--- config.mk ---
export PLATFORM = sky130hd
export DESIGN_NAME = audio_uart_framer
export DESIGN_NICKNAME = d
export VERILOG_FILES = /design/src/rtl/audio_uart_framer.sv
export SDC_FILE = /design/constraint.sdc
export NUM_CORES = 1
export LEC_CHECK = 0
export CORE_MARGIN = 2
export CORE_UTILIZATION = 55
export DETAILED_ROUTE_END_ITERATION = 8
export GPL_TIMING_DRIVEN = 0
export HOLD_SLACK_MARGIN = 0.1
export PLACE_DENSITY = 0.81
export SLEW_MARGIN = 20
export SYNTH_ARGS = -nofsm -noshare
export SYNTH_HDL_FRONTEND = slang
export SYNTH_SLANG_ARGS = --single-unit
--- constraint.sdc ---
create_clock -name clk_in -period 5.2 [get_ports clk_in]
set_input_delay 0.78 -clock clk_in [delete_from_list [all_inputs] [get_ports clk_in]]
set_output_delay 0.78 -clock clk_in [all_outputs]
set_load 0.005 [all_outputs]
--- src/rtl/audio_uart_framer.sv ---
// Audio UART framer: buffers 24-bit samples truncated to 16 bits and emits
// SYNC / SEQ / {hi,lo}xN / CSUM byte frames to a single-byte transmitter.
module audio_uart_framer #(
  parameter int unsigned SAMPLE_WIDTH      = 24,
  parameter int unsigned FIFO_DEPTH        = 16,
  parameter int unsigned SAMPLES_PER_FRAME = 8,
  parameter logic [7:0]  SYNC_BYTE         = 8'hA5
) (
  input  logic                        clk_in,
  input  logic                        rst_in,
  input  logic [SAMPLE_WIDTH-1:0]     sample_in,
  input  logic                        sample_valid_in,
  input  logic                        enable_in,
  input  logic                        tx_busy_in,
  output logic [7:0]                  byte_out,
  output logic                        byte_trigger_out,
  output logic [$clog2(FIFO_DEPTH):0] fifo_level_out,
  output logic [15:0]                 overflow_count_out,
  output logic [7:0]                  frame_count_out
);
  localparam int unsigned PTR_W = $clog2(FIFO_DEPTH);
  localparam int unsigned LVL_W = PTR_W + 1;
  localparam int unsigned IDX_W = $clog2(SAMPLES_PER_FRAME) + 1;

  typedef enum logic [2:0] {
    ST_IDLE,
    ST_SYNC,
    ST_SEQ,
    ST_HI,
    ST_LO,
    ST_CSUM,
    ST_DONE
  } state_e;

  state_e           state_q, state_d;
  logic             guard_q, guard_d;
  logic [7:0]       byte_q, byte_d;
  logic             trig_q, trig_d;
  logic [7:0]       csum_q, csum_d;
  logic [7:0]       seq_q, seq_d;
  logic [7:0]       frame_q, frame_d;
  logic [7:0]       hold_q, hold_d;
  logic [IDX_W-1:0] idx_q, idx_d;
  logic [LVL_W-1:0] level_q, level_d;
  logic [PTR_W-1:0] wr_ptr_q, wr_ptr_d;
  logic [PTR_W-1:0] rd_ptr_q, rd_ptr_d;
  logic [15:0]      ovf_q, ovf_d;
  logic [15:0]      mem_q [FIFO_DEPTH];

  logic [15:0] word_c;
  logic [15:0] head_c;
  logic        accept_c, push_c, pop_c, ready_c;
  logic        unused_low_c;

  assign word_c = sample_in[SAMPLE_WIDTH-1 -: 16];
  assign head_c = mem_q[rd_ptr_q];

  // Truncated LSBs are intentionally discarded.
  if (SAMPLE_WIDTH > 16) begin : g_low
    assign unused_low_c = ^sample_in[SAMPLE_WIDTH-17:0];
  end else begin : g_nolow
    assign unused_low_c = 1'b0;
  end

  // FIFO bookkeeping; a same-cycle pop frees room for a push into a full FIFO.
  always_comb begin
    accept_c = sample_valid_in && enable_in;
    push_c   = accept_c && ((level_q < LVL_W'(FIFO_DEPTH)) || pop_c);
    level_d  = level_q;
    if (push_c && !pop_c) begin
      level_d = level_q + LVL_W'(1);
    end else if (!push_c && pop_c) begin
      level_d = level_q - LVL_W'(1);
    end
    wr_ptr_d = push_c ? wr_ptr_q + PTR_W'(1) : wr_ptr_q;
    rd_ptr_d = pop_c ? rd_ptr_q + PTR_W'(1) : rd_ptr_q;
    ovf_d    = ovf_q;
    if (accept_c && !push_c && (ovf_q != 16'hFFFF)) begin
      ovf_d = ovf_q + 16'd1;
    end
  end

  // Frame sequencer: each trigger is followed by one guard cycle, then waits for busy low.
  always_comb begin
    state_d = state_q;
    guard_d = 1'b0;
    byte_d  = byte_q;
    trig_d  = 1'b0;
    csum_d  = csum_q;
    seq_d   = seq_q;
    frame_d = frame_q;
    hold_d  = hold_q;
    idx_d   = idx_q;
    pop_c   = 1'b0;
    ready_c = !guard_q && !tx_busy_in;
    case (state_q)
      ST_IDLE: begin
        if (level_q >= LVL_W'(SAMPLES_PER_FRAME)) begin
          state_d = ST_SYNC;
        end
      end
      ST_SYNC: begin
        if (ready_c) begin
          byte_d  = SYNC_BYTE;
          trig_d  = 1'b1;
          guard_d = 1'b1;
          csum_d  = 8'h00;
          state_d = ST_SEQ;
        end
      end
      ST_SEQ: begin
        if (ready_c) begin
          byte_d  = seq_q;
          trig_d  = 1'b1;
          guard_d = 1'b1;
          csum_d  = csum_q ^ seq_q;
          state_d = ST_HI;
        end
      end
      ST_HI: begin
        if (ready_c) begin
          pop_c   = 1'b1;
          hold_d  = head_c[7:0];
          byte_d  = head_c[15:8];
          trig_d  = 1'b1;
          guard_d = 1'b1;
          csum_d  = csum_q ^ head_c[15:8];
          state_d = ST_LO;
        end
      end
      ST_LO: begin
        if (ready_c) begin
          byte_d  = hold_q;
          trig_d  = 1'b1;
          guard_d = 1'b1;
          csum_d  = csum_q ^ hold_q;
          idx_d   = idx_q + IDX_W'(1);
          state_d = (idx_q == IDX_W'(SAMPLES_PER_FRAME - 1)) ? ST_CSUM : ST_HI;
        end
      end
      ST_CSUM: begin
        if (ready_c) begin
          byte_d  = csum_q;
          trig_d  = 1'b1;
          guard_d = 1'b1;
          state_d = ST_DONE;
        end
      end
      ST_DONE: begin
        if (ready_c) begin
          seq_d   = seq_q + 8'd1;
          frame_d = frame_q + 8'd1;
          idx_d   = '0;
          state_d = ST_IDLE;
        end
      end
      default: state_d = ST_IDLE;
    endcase
  end

  always_ff @(posedge clk_in or posedge rst_in) begin
    if (rst_in) begin
      state_q  <= ST_IDLE;
      guard_q  <= 1'b0;
      byte_q   <= 8'h00;
      trig_q   <= 1'b0;
      csum_q   <= 8'h00;
      seq_q    <= 8'h00;
      frame_q  <= 8'h00;
      hold_q   <= 8'h00;
      idx_q    <= '0;
      level_q  <= '0;
      wr_ptr_q <= '0;
      rd_ptr_q <= '0;
      ovf_q    <= 16'h0000;
    end else begin
      state_q  <= state_d;
      guard_q  <= guard_d;
      byte_q   <= byte_d;
      trig_q   <= trig_d;
      csum_q   <= csum_d;
      seq_q    <= seq_d;
      frame_q  <= frame_d;
      hold_q   <= hold_d;
      idx_q    <= idx_d;
      level_q  <= level_d;
      wr_ptr_q <= wr_ptr_d;
      rd_ptr_q <= rd_ptr_d;
      ovf_q    <= ovf_d;
    end
  end

  // Sample storage; contents are don't-care until the pointers make them valid.
  always_ff @(posedge clk_in) begin
    if (push_c) begin
      mem_q[wr_ptr_q] <= word_c;
    end
  end

  assign byte_out           = byte_q;
  assign byte_trigger_out   = trig_q;
  assign fifo_level_out     = level_q;
  assign overflow_count_out = ovf_q;
  assign frame_count_out    = frame_q;

endmodule

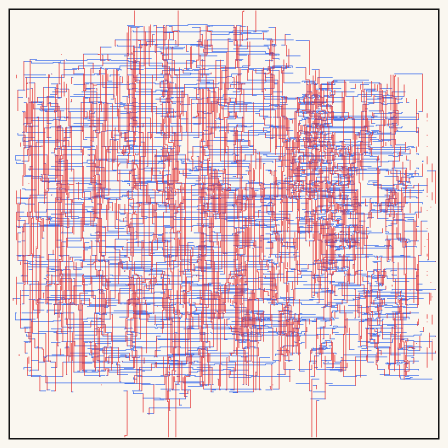
**Above:** run 1 (routed metal, one colour a layer).
Only two layers are drawn.
M1 -> blue  # wire length 12100 µm
M2 -> red  # wire length 15000 µm
via count: 7818
Routed WL per cell: 24.8 µm
final wirelength: 30500 µm
Tot GR Track Use: 23.9%

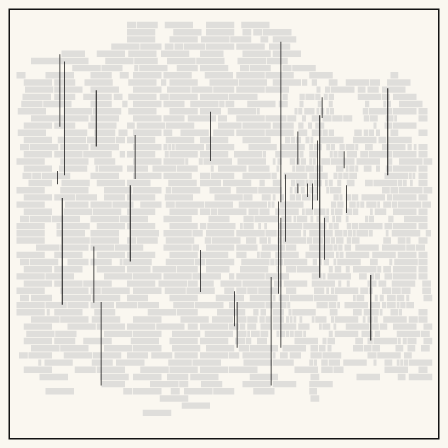
**Above:** run 1 (met4 routing).
share of all routed wire = 2.4%
wire length on this layer = 717 µm
nets with wire on the layer = 24
main direction = vertical
longest straight run = 61.2 µm

==> flow_metrics.py, run 1 <==
# Generated from Yosys and OpenROAD reports
metrics = {
    "power": {
        "p_int_mw": 5.79,
        "sequentialPowerShare_pct": 40.4,
        "swShare_pct": 30.9,
        "combinationalPowerShare_pct": 30.6,
        "leakage_nw": 5.60,
        "power_mw": 8.38,
        "seq_cell_power_mw": 3.39,
        "clockPowerShare_pct": 29.0,
        "p_comb_mw": 2.56,
    },
    "finish": {
        "inv_count": 12,
        "fin_util_pct": 65.8,
        "comb_area_share_pct": 24.8,
        "seq-cell-share_pct": 59.7,
        "largestClassByArea": "flip-flops and latches",
        "layout_top_cell": "edfxtp_1",
        "lay_top_cells": "256 x edfxtp_1, 77 x dfrtp_1, 71 x mux4_2",
        "largest_reg_flops": 256,
        "diodes": 0,
        "nNonClkBuffers": 110,
        "drive_gt1_share_pct": 20.8,
        "seqCellArea_um2": 9610,
        "fill_cells": 1592,
        "logic_area_um2": 3990,
        "comb_cells": 398,
        "flops": 333,
        "instances_no_fill": 1234,
    },
    "job": {
        "warnings": 38,
        "cap_viol_max_count": 0,
    },
    "synth": {
        "adder_share_pct": 1.51,
        "syn_area_per_cell_um2": 17.6,
        "top_logic_kind": "multiplexers",
        "simple_gate_share_pct": 4.88,
        "ys_sh_aoi_pct": 5.00,
        "synthCells": 780,
        "synth.cell_area_um2": 13700,
        "most_common_cell": "edfxtp_1",
        "ys_ff": 333,
        "largest_area_cell": "edfxtp_1",
        "ys_types": 53,
        "area_leaders": "edfxtp_1 56%, dfrtp_1 14%, mux4_2 12%, xnor2_1 1.8%, mux2_2 1.5%",
        "fp_nets": 825,
        "common_cells": "256 x edfxtp_1, 77 x dfrtp_1, 71 x mux4_2",
        "yosys.area_share.xor_xnor_pct": 2.55,
        "mux_share_pct": 14.5,
    },
    "worst_hold_path": {
        "hp-class": "flop to flop",
    },
    "global_routing": {
        "met3_usage_pct": 4.62,
        "use_met1_pct": 33.1,
        "grt_pass1_wl_um": 46700,
        "use_met2_pct": 39.4,
        "grt_start_max_net_pins": 45,
    },
    "critical_path": {
        "crit_chain": "clkdlybuf4s50_1, or2_2, clkbuf_1, nor2_1, inv_1, a21oi_2, ha_1, inv_1, fa_1, a21o_1, a21oi_1, xnor2_1, nor2_1, xor2_1",
        "critPathRequiredTime_ps": 5590,
        "cp_slowest_cell": "clkdlybuf4s50_1",
        "cp_top_family": "buffers and inverters",
        "r2r_end": "fifo_level_out[4]$_DFFE_PP0P_",
        "worst-path-max-fanout": 9,
        "crit_path_end": "fifo_level_out[4]$_DFFE_PP0P_",
        "r2r-start": "state_q[0]$_DFFE_PP0P_",
        "worst_setup_path_end_kind": "flop",
        "start_kind": "input pin",
    },
    "final_timing": {
        "period_minus_slack_ps": 3470,
        "setup_viol": 0,
        "worst_pin_slew_ps": 1130,
        "report.final.slew_viol_count": 0,
    },
    "clock_network": {
        "clock_latency_ps": 520,
        "holdBufCountCts": 0,
        "cts_resized": 0,
        "clk_pin_slew_worst_paths_ps": 60,
        "cts_setup_buffers": 0,
        "tritoncts": "built",
        "root_buffer": "clkbuf_16",
        "h-tree-depth": 2,
        "cts_num_sinks": 333,
    },
    "place": {
        "dpl_cell_area_um2": 15000,
        "portBuffers": 58,
        "placedCellCount": 1177,
    },
    "floorplan": {
        "core-area_um2": 24500,
        "ios": 67,
        "fp_util_pct": 56.2,
        "n_tap_cell": 324,
        "num_rows": 57,
    },
    "outcome": {
        "status": "finished clean",
    },
    "route": {
        "highest_layer": "met4",
        "routed_via_density": 6.34,
        "wl_met1_um": 12100,
        "drtAntennaViolNets": 0,
    },
}
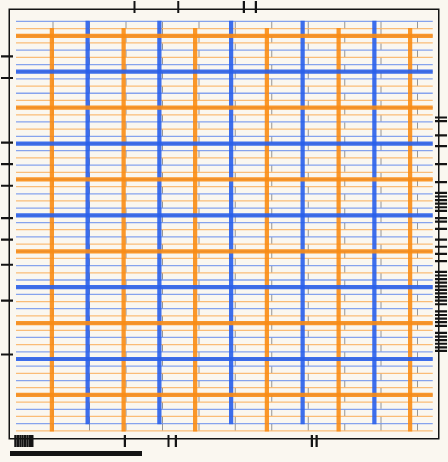
**Above:** run 1 (supply network).
Scale bar: 50 µm. Pins as bars on the die edge. Tap cells in grey.
VSS -> orange
VDD -> blue
signal pins = 67
met5 straps = 11
tap cells = 324
met1 rails = 58
Die Wd: 162 µm
DIE HEIGHT: 162 µm
Max VDD drop: 0.000347 V

**Run 1: routing congestion**

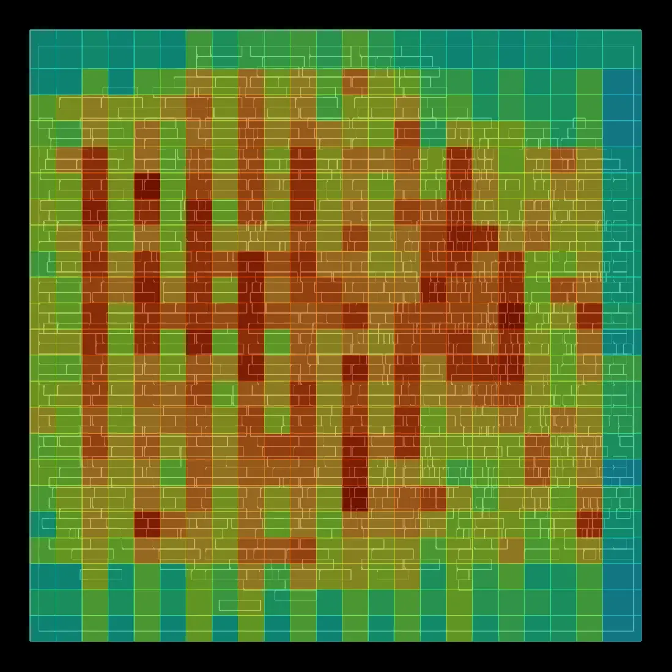

==> run 1 -> run 2 <==
--- a/config.mk
+++ b/config.mk
@@ -6,11 +6,11 @@
 export NUM_CORES = 1
 export LEC_CHECK = 0
 export CORE_MARGIN = 2
-export CORE_UTILIZATION = 55
+export CORE_UTILIZATION = 54
 export DETAILED_ROUTE_END_ITERATION = 8
 export GPL_TIMING_DRIVEN = 0
 export HOLD_SLACK_MARGIN = 0.1
-export PLACE_DENSITY = 0.81
+export PLACE_DENSITY = 0.83
 export SLEW_MARGIN = 20
 export SYNTH_ARGS = -nofsm -noshare
 export SYNTH_HDL_FRONTEND = slang
==> constraint.sdc (replaced) <==
create_clock -name clk_in -period 3 [get_ports clk_in]
set_input_delay 0.45 -clock clk_in [delete_from_list [all_inputs] [get_ports clk_in]]
set_output_delay 0.45 -clock clk_in [all_outputs]
set_load 0.005 [all_outputs]
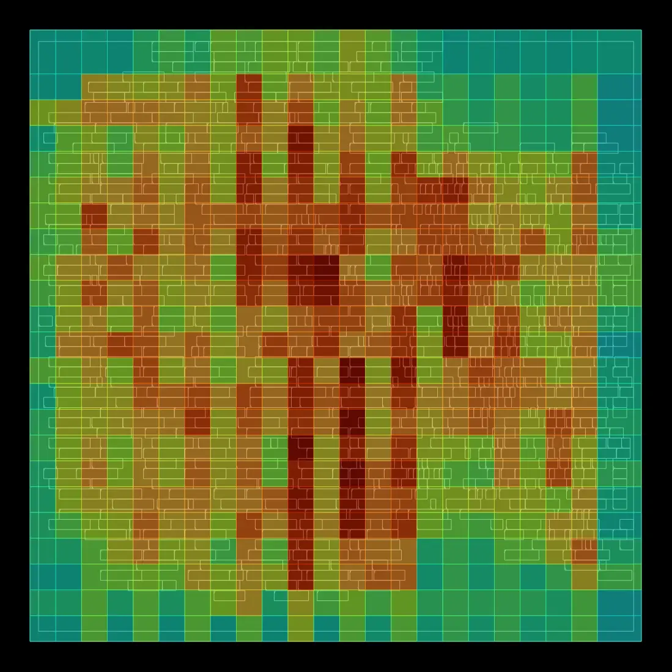
**Above:** run 2 (routing congestion).
Routed WL per cell: 25.2 µm
final core utilization: 64.4%
GR peak layer: met2
M2 GR Usage: 39.7%
Tot GR Track Use: 24.3%

==> run 2 against run 1 <==
Net effect: total power up 74%; utilization down 1.4 points; combinational power up 78%; critical path type is now flop to flop; global-route usage up 0.39 points.
==> flow_metrics.py, run 2 <==
# Generated from Yosys and OpenROAD reports
metrics = {
    "power": {
        "clockPowerShare_pct": 28.6,
        "leakage_nw": 5.60,
        "seq_cell_power_mw": 5.87,
        "sequentialPowerShare_pct": 40.2,
        "p_comb_mw": 4.56,
        "power_mw": 14.6,
        "swShare_pct": 31.2,
    },
    "finish": {
        "nNonClkBuffers": 104,
        "seq-cell-share_pct": 59.5,
        "largestClassByArea": "flip-flops and latches",
        "comb_cells": 398,
        "layout_top_cell": "edfxtp_1",
        "inv_count": 12,
        "lay_top_cells": "256 x edfxtp_1, 77 x dfrtp_1, 71 x mux4_2",
        "diodes": 0,
        "comb_area_share_pct": 25.1,
        "drive_gt1_share_pct": 21.1,
        "fill_cells": 1688,
    },
    "place": {
        "portBuffers": 58,
        "placedCellCount": 1173,
    },
    "job": {
        "cap_viol_max_count": 0,
        "warnings": 39,
    },
    "critical_path": {
        "r2r_end": "byte_out[5]$_DFFE_PP0P_",
        "r2r-start": "rd_ptr_q[0]$_DFFE_PP0P_",
        "worst_setup_path_end_kind": "flop",
        "worst-path-max-fanout": 10,
        "cp_top_family": "AND-OR/OR-AND gates",
        "cp_slowest_cell": "a2111oi_1",
    },
    "synth": {
        "top_logic_kind": "multiplexers",
        "synthCells": 780,
        "synth.cell_area_um2": 13700,
        "yosys.area_share.xor_xnor_pct": 2.55,
        "ys_types": 53,
        "simple_gate_share_pct": 4.88,
        "area_leaders": "edfxtp_1 56%, dfrtp_1 14%, mux4_2 12%, xnor2_1 1.8%, mux2_2 1.5%",
        "syn_area_per_cell_um2": 17.6,
        "fp_nets": 825,
        "mux_share_pct": 14.5,
    },
    "route": {
        "drtAntennaViolNets": 0,
        "highest_layer": "met4",
    },
    "floorplan": {
        "ios": 67,
        "die_x_um": 164,
        "fp_util_pct": 54.7,
        "n_tap_cell": 330,
        "num_rows": 58,
    },
    "global_routing": {
        "met3_usage_pct": 4.90,
        "grt_pass1_wl_um": 47200,
    },
    "clock_network": {
        "clock_latency_ps": 530,
        "root_buffer": "clkbuf_16",
        "tritoncts": "built",
        "cts_resized": 8,
    },
    "worst_hold_path": {
        "hp-class": "input pin to async pin",
    },
    "final_timing": {
        "setup_viol": 0,
        "report.final.slew_viol_count": 0,
    },
    "outcome": {
        "status": "finished clean",
    },
}
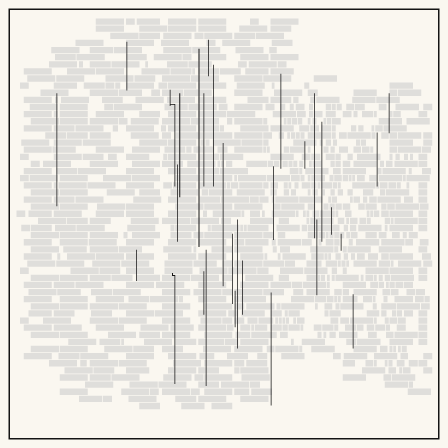
**Above:** run 2 (met4 routing).
nets with wire on the layer = 22
main direction = vertical
longest straight run = 75.5 µm
wire length on this layer = 944 µm
final wirelength: 31300 µm
via count: 7795

**Run 2: routed metal, one colour a layer**

Only two layers are drawn.
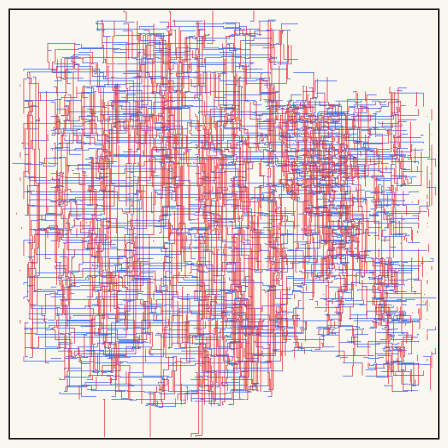

==> run 2 -> run 3 <==
--- a/config.mk
+++ b/config.mk
@@ -7,9 +7,10 @@
 export LEC_CHECK = 0
 export CORE_MARGIN = 2
 export CORE_UTILIZATION = 54
+export CTS_CLUSTER_DIAMETER = 40
 export DETAILED_ROUTE_END_ITERATION = 8
 export GPL_TIMING_DRIVEN = 0
-export HOLD_SLACK_MARGIN = 0.1
+export HOLD_SLACK_MARGIN = 0.06
 export PLACE_DENSITY = 0.83
 export SLEW_MARGIN = 20
 export SYNTH_ARGS = -nofsm -noshare
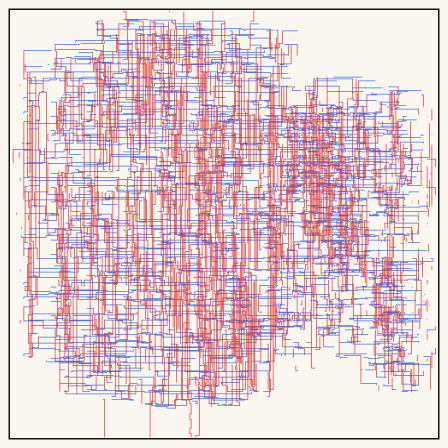
**Above:** run 3 (routed metal, one colour a layer).
Only two layers are drawn.
M1 -> blue  # wire length 12100 µm
M2 -> red  # wire length 15500 µm
via count: 7833
final wirelength: 31400 µm
Routed WL per cell: 25.1 µm
Tot GR Track Use: 24.2%

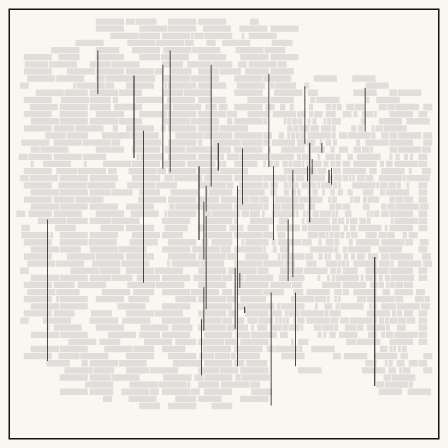
**Above:** run 3 (met4 routing).
longest straight run = 68.7 µm
nets with wire on the layer = 29
wire length on this layer = 894 µm
share of all routed wire = 2.9%

==> run 3 against run 2 <==
Net effect: setup slack improved by 44 ps; sequential power about the same; flip-flop count unchanged; synthesized area unchanged; critical endpoint unchanged; largest cell class unchanged; largest power group unchanged.
==> flow_metrics.py, run 3 <==
# Generated from Yosys and OpenROAD reports
metrics = {
    "critical_path": {
        "crit_chain": "clkbuf_1, clkbuf_4, mux4_2, mux2i_1, o22ai_1, a2111oi_1, o21ai_0",
        "crit_path_end": "byte_out[5]$_DFFE_PP0P_",
        "r2r_end": "byte_out[5]$_DFFE_PP0P_",
        "cp_top_family": "AND-OR/OR-AND gates",
        "worst_setup_path_end_kind": "flop",
        "r2r-start": "rd_ptr_q[0]$_DFFE_PP0P_",
        "critPathRequiredTime_ps": 3380,
        "start_kind": "flop",
    },
    "synth": {
        "fp_nets": 825,
        "top_logic_kind": "multiplexers",
        "synthCells": 780,
        "mux_share_pct": 14.5,
        "simple_gate_share_pct": 4.88,
        "area_leaders": "edfxtp_1 56%, dfrtp_1 14%, mux4_2 12%, xnor2_1 1.8%, mux2_2 1.5%",
        "adder_share_pct": 1.51,
        "synth.cell_area_um2": 13700,
        "common_cells": "256 x edfxtp_1, 77 x dfrtp_1, 71 x mux4_2",
        "ys_ff": 333,
    },
    "power": {
        "swShare_pct": 31.1,
        "power_mw": 15.1,
        "sequentialPowerShare_pct": 38.9,
        "ir_drop_v": 0.000531,
        "seq_cell_power_mw": 5.87,
    },
    "floorplan": {
        "die_y_um": 164,
        "ios": 67,
        "fp_util_pct": 54.7,
        "num_rows": 58,
    },
    "place": {
        "dpl_cell_area_um2": 15000,
        "portBuffers": 58,
    },
    "route": {
        "routed_via_density": 6.28,
        "drtAntennaViolNets": 0,
        "highest_layer": "met4",
        "wl_met1_um": 12100,
    },
    "clock_network": {
        "clk_pin_slew_worst_paths_ps": 60,
        "root_buffer": "clkbuf_16",
        "cts_resized": 6,
        "h-tree-depth": 2,
        "clock_latency_ps": 540,
        "cts_setup_buffers": 0,
        "tritoncts": "built",
        "cts_num_sinks": 333,
    },
    "finish": {
        "lay_top_cells": "256 x edfxtp_1, 77 x dfrtp_1, 71 x mux4_2",
        "largest_reg_flops": 256,
        "comb_cells": 398,
        "flops": 333,
        "inv_count": 12,
        "layout_top_cell": "edfxtp_1",
        "drive_gt1_share_pct": 21.6,
        "diodes": 0,
        "fin_util_pct": 65.2,
        "fill_cells": 1659,
        "logic_area_um2": 4070,
        "comb_area_share_pct": 24.9,
    },
    "global_routing": {
        "top_usage_layer": "met2",
        "met3_usage_pct": 4.49,
        "grt_start_max_net_pins": 45,
        "grt_pass1_wl_um": 47300,
        "use_met2_pct": 40.3,
    },
    "final_timing": {
        "worst_pin_slew_ps": 1090,
        "period_minus_slack_ps": 2880,
    },
    "outcome": {
        "status": "finished clean",
    },
    "job": {
        "warnings": 39,
        "cap_viol_max_count": 0,
    },
    "worst_hold_path": {
        "hp-class": "input pin to async pin",
    },
}

==> layout pictures side by side <==
A small window of the routed layout.
Plate I
Window x 110 to 135, y 28 to 53 µm. Cells in grey, sequential cells in the stronger grey; small squares are vias.
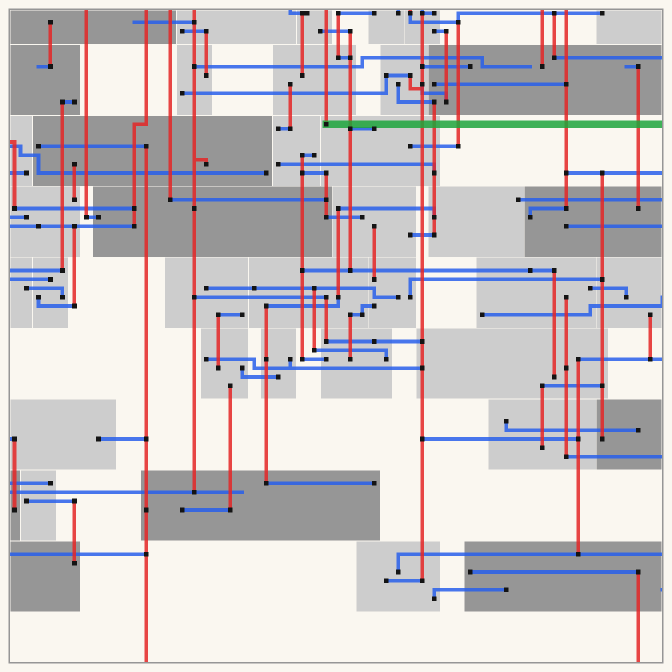
Plate II
Window x 110 to 135, y 28 to 53 µm. Cells in grey, sequential cells in the stronger grey; small squares are vias.
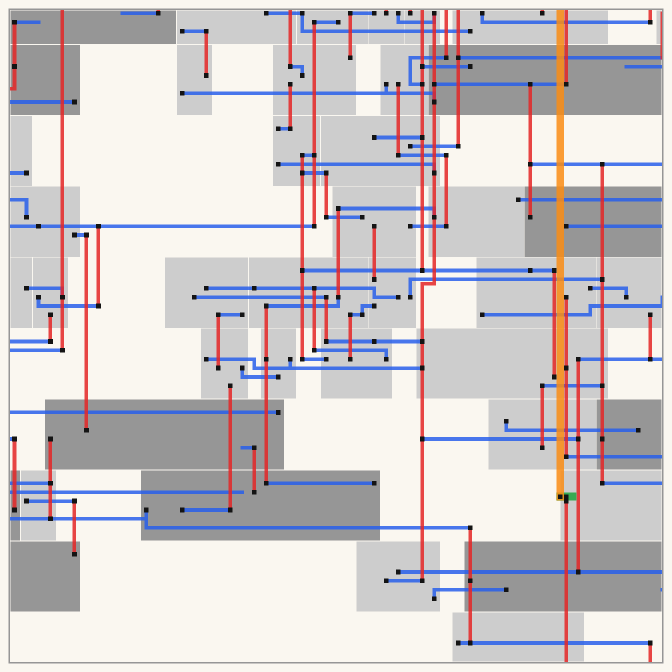
Plate III
Window x 109 to 134, y 28 to 53 µm. Cells in grey, sequential cells in the stronger grey; small squares are vias.
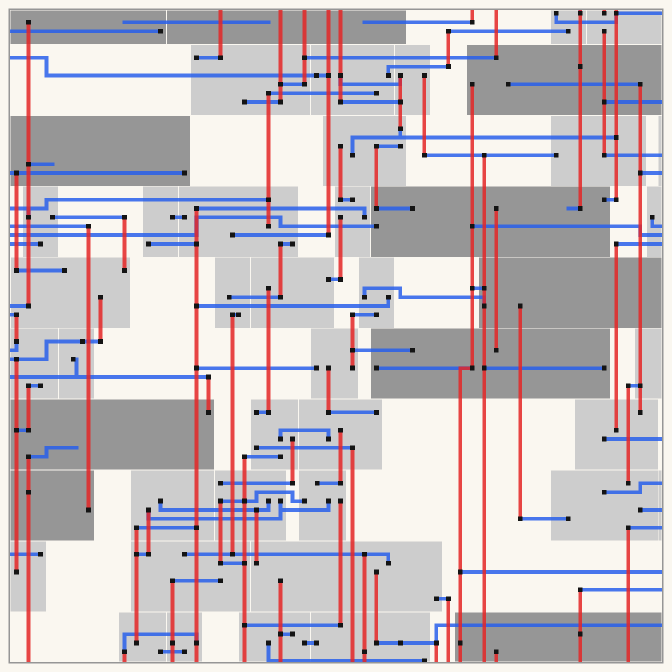
Run 3 is Plate I.
Run 2 is Plate II.
Run 1 is Plate III.

Key to Plate III:
M1 -> blue
M2 -> red
netlist names of flops here include = fifo_level_out (3), overflow_count_out (2), wr_ptr_q (2)
cells with their middle in the window = 36
sequential cells in the window = 7
most frequent = dfrtp_1 (7), ha_1 (5), xnor2_1 (4)

Power figures rest on the tool's default switching activity, not on a simulated workload.
